Run 1, floorplan with the power grid:
Scale bar: 20 um. Pins as bars on the die edge.
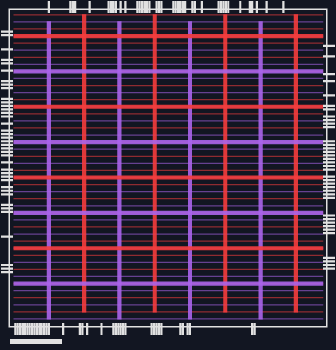
Run 1, placement by cell class:
Fill, decap, tap and diode cells in gray.
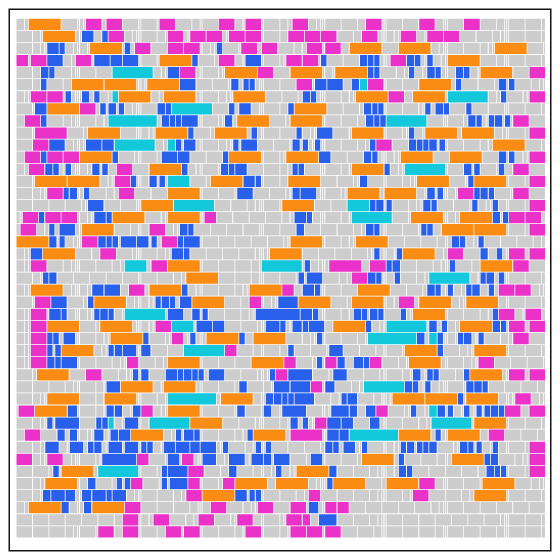
Run 1, clock network drawn from the DEF:
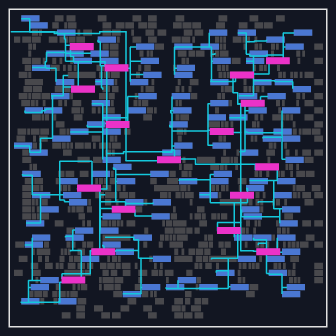
==> config.mk <==
export PLATFORM = sky130hd
export DESIGN_NAME = sram_controller
export DESIGN_NICKNAME = d
export VERILOG_FILES = /design/src/rtl/arm_mem_pkg.sv /design/src/rtl/sram_wait_counter.sv /design/src/rtl/sram_controller.sv
export SDC_FILE = /design/constraint.sdc
export NUM_CORES = 1
export LEC_CHECK = 0
export ABC_CLOCK_PERIOD_IN_PS = 2300
export CAP_MARGIN = 20
export CELL_PAD_IN_SITES_DETAIL_PLACEMENT = 0
export CELL_PAD_IN_SITES_GLOBAL_PLACEMENT = 1
export CORE_UTILIZATION = 34
export DETAILED_ROUTE_END_ITERATION = 7
export PLACE_DENSITY_LB_ADDON = 0.1
export REMOVE_ABC_BUFFERS = 1
export SLEW_MARGIN = 20
export SYNTH_ARGS = -nofsm -noshare
export SYNTH_HDL_FRONTEND = slang
export SYNTH_HIERARCHICAL = 1
export SYNTH_SLANG_ARGS = --single-unit
==> constraint.sdc <==
create_clock -name clk -period 2.3 [get_ports clk]
set_clock_uncertainty 0.2 [all_clocks]
set_input_delay 0.46 -clock clk [delete_from_list [all_inputs] [get_ports clk]]
set_output_delay 0.46 -clock clk [all_outputs]
set_load 0.01 [all_outputs]
==> flow_summary.yaml, run 1 <==
# yosys + openroad results
grt:
  use_met3_pct: 5.81
  antenna_found_initial: 0
  grt_use_total_pct: 17.5
  use_met1_pct: 20.6
yosys:
  ys.flop_type: "dfxtp_1"
  synth.cellmix.simpleShare_pct: 19.5
  ys_cells: 580
  yosys-top-cells-count: "nand2_1, dfxtp_1, a21oi_1"
  netlist_area_um2: 4860
  ys.flops: 122
  synth.most_common_cell: "nand2_1"
  syn_inst: 580
  synthArstFlopShare_pct: 0
  ys_types: 42
placement:
  gp_routability_congestion: 0.729
drt:
  wirelength_um: 12600
  dr.pass1.iters: 5
  highest-signal-layer: "met4"
  wl_per_cell_um: 13.8
  met2_wirelength_um: 5990
  drt-initial-drc-count: 253
  dr_total_vias: 4357
final_timing:
  tns_ns: 0
  layout_min_cycle_time_ns: 2.20
  period_used_pct: 95.7
  slew_viol_final: 0
  hold_viol_final: 0
  setup_viol: 0
cells_and_area:
  flop-count: 122
  buffers_excl_clock: 162
  sh_comb_area_pct: 31.1
  inverters_excl_clock: 9
  largest_reg_flops: 32
floorplanning:
  io_pins: 153
  die_area_um2: 14800
  rows: 43
  fp_util_pct: 34.9
pwr:
  seq_power_mw: 2.99
  internal_power_mw: 6.40
  leakagePower_nw: 2.63
worst_setup_path:
  worstSetupPathType: "flop to primary output"
  r2r_setup_slack_ns: 0.21
  endpoint_kind: "primary output"
clock_tree:
  post_cts_buffers: 0
  cts_buffer_depth: 2
  clk_pin_slew_worst_paths_ns: 0.05
worst_hold_path:
  hp-class: "flop to flop"
  min_path_cells: 2
run_status:
  outcome: "finished clean"
-- 'floorplan with the power grid' (at the start) --
VSS: drawn in purple. VDD: drawn in red.
8 straps on met5. 8 straps on met4. 44 met1 rails follow the rows.
die width: 122 um
Max IR drop VDD: 0.000629 V

-- 'placement by cell class' (at the start) --
sequential cells: drawn in orange, cells 122. combinational and other logic: drawn in blue, cells 417. remaining buffers and delay cells: drawn in magenta, cells 162. clock drivers and dummy loads: drawn in cyan, cells 31.
core area: 13900 um2
fin util: 51.3%

-- 'clock network drawn from the DEF' (at the start) --
clock drivers: drawn in magenta, count 17. clock wires: drawn in cyan, length 1590 um. flip-flops: drawn in blue, count 122.
Position of the flops: widely spread. There are 18 routed clock nets.
clk_lat worst skew: 0.41 ns
Power Clock: 2.81 mW
Clk pwr share: 29.0%

## Run 2: what changed since run 1
CTS_CLUSTER_DIAMETER = 80   (was unset)
Run 2, clock nets:
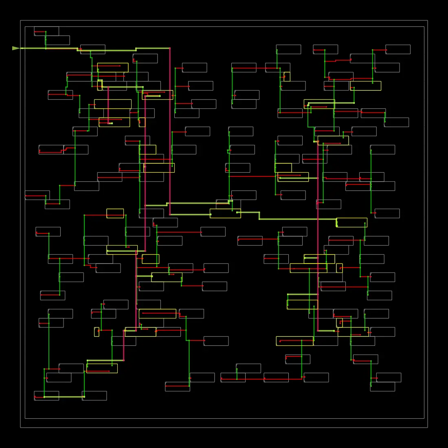
CTS buffer count: 17
total clock sinks: 122
clkbuf count: 23
flop count: 122

==> run 2 against run 1 <==
Compared with the run above:
- core utilization is the same
- synthesized area is the same
- cell count is the same
- maximum frequency is the same
- critical path type unchanged
- highest routed layer unchanged
==> flow_summary.yaml, run 2 <==
# yosys + openroad results
yosys:
  synthMuxAreaShare_pct: 6.21
  ys_types: 42
  synthArstFlopShare_pct: 0
  ys.flops: 122
  synth.cellmix.compoundShare_pct: 17.1
  synth.most_common_cell: "nand2_1"
  yosys_area_um2: 4860
  syn_inst: 580
  synth.yosys.seq_area_share_pct: 50.3
  ys_cells: 580
  yosys-top-cells-count: "nand2_1, dfxtp_1, a21oi_1"
  ys.flop_type: "dfxtp_1"
  synth.cellmix.simpleShare_pct: 19.5
  synth_warnings: 6
  netlist_area_um2: 4860
pwr:
  p_switching_mw: 3.28
  comb_power_mw: 3.88
  internal_power_mw: 6.40
  vdd_drop_max_v: 0.000629
  clkPwrFrac_pct: 29.0
  leakagePower_nw: 2.63
  power_density_nw_per_um2: 1360
  switching_share_pct: 33.9
  total_power_mw: 9.68
  seq_power_mw: 2.99
  clk-power_mw: 2.81
drt:
  wirelength_um: 12600
  drt-initial-drc-count: 253
  wl_met1_um: 5590
  met2_wirelength_um: 5990
  highest-signal-layer: "met4"
  via_per_inst: 4.78
  dr.pass1.iters: 5
  dr_total_vias: 4357
  wl_per_cell_um: 13.8
clock_tree:
  cts_root_buf: "clkbuf_16"
  clk_pin_slew_worst_paths_ns: 0.05
  post_cts_buffers: 0
  clk_latency_ns: 0.41
  cts_tree: "done"
  cts_buffer_depth: 2
final_timing:
  slew_viol_final: 0
  layout_min_cycle_time_ns: 2.20
  period_used_pct: 95.7
  tns_ns: 0
  hold_viol_final: 0
  tightest_slew_ns: 0.649
  setup_viol: 0
  whs_ns: 0.248
cells_and_area:
  num-fill-cells: 1314
  drive_gt1_share_pct: 9.97
  inverters_excl_clock: 9
  buffers_excl_clock: 162
  post-route-util_pct: 51.3
  ff_latch_area_um2: 2440
  layout.area.comb_um2: 2220
  largest_reg_flops: 32
  sh_comb_area_pct: 31.1
floorplanning:
  coreArea_um2: 13900
  die_x_um: 122
  fp_util_pct: 34.9
  io_pins: 153
  die_area_um2: 14800
  die_h_um: 122
  rows: 43
  tapCellCount: 180
grt:
  overflow: 0
  grt_pass1_vias: 4123
  use_met3_pct: 5.81
  grt_use_total_pct: 17.5
  antenna_found_initial: 0
  use_met1_pct: 20.6
worst_hold_path:
  min_path_cells: 2
  hp-class: "flop to flop"
worst_setup_path:
  cp_slowest_stage_delay_ns: 0.38
  reg2regPathDepth: 7
  crit_family: "simple AND/OR/NAND/NOR gates"
  endpoint_kind: "primary output"
  path_cells: "inv_2 > ha_2 > or3b_4 > nand2b_1 > buf_2"
  cp_num_cells: 5
  worstSetupPathType: "flop to primary output"
  crit_buf_inv: 2
  r2r_setup_slack_ns: 0.21
run:
  warnings: 45
placement:
  gp_routability_congestion: 0.729
  portBuffers: 137
  dp_cells: 881
  pre_cts_slack_ns: -0.330
run_status:
  outcome: "finished clean"
Power figures rest on the tool's default switching activity, not on a simulated workload.
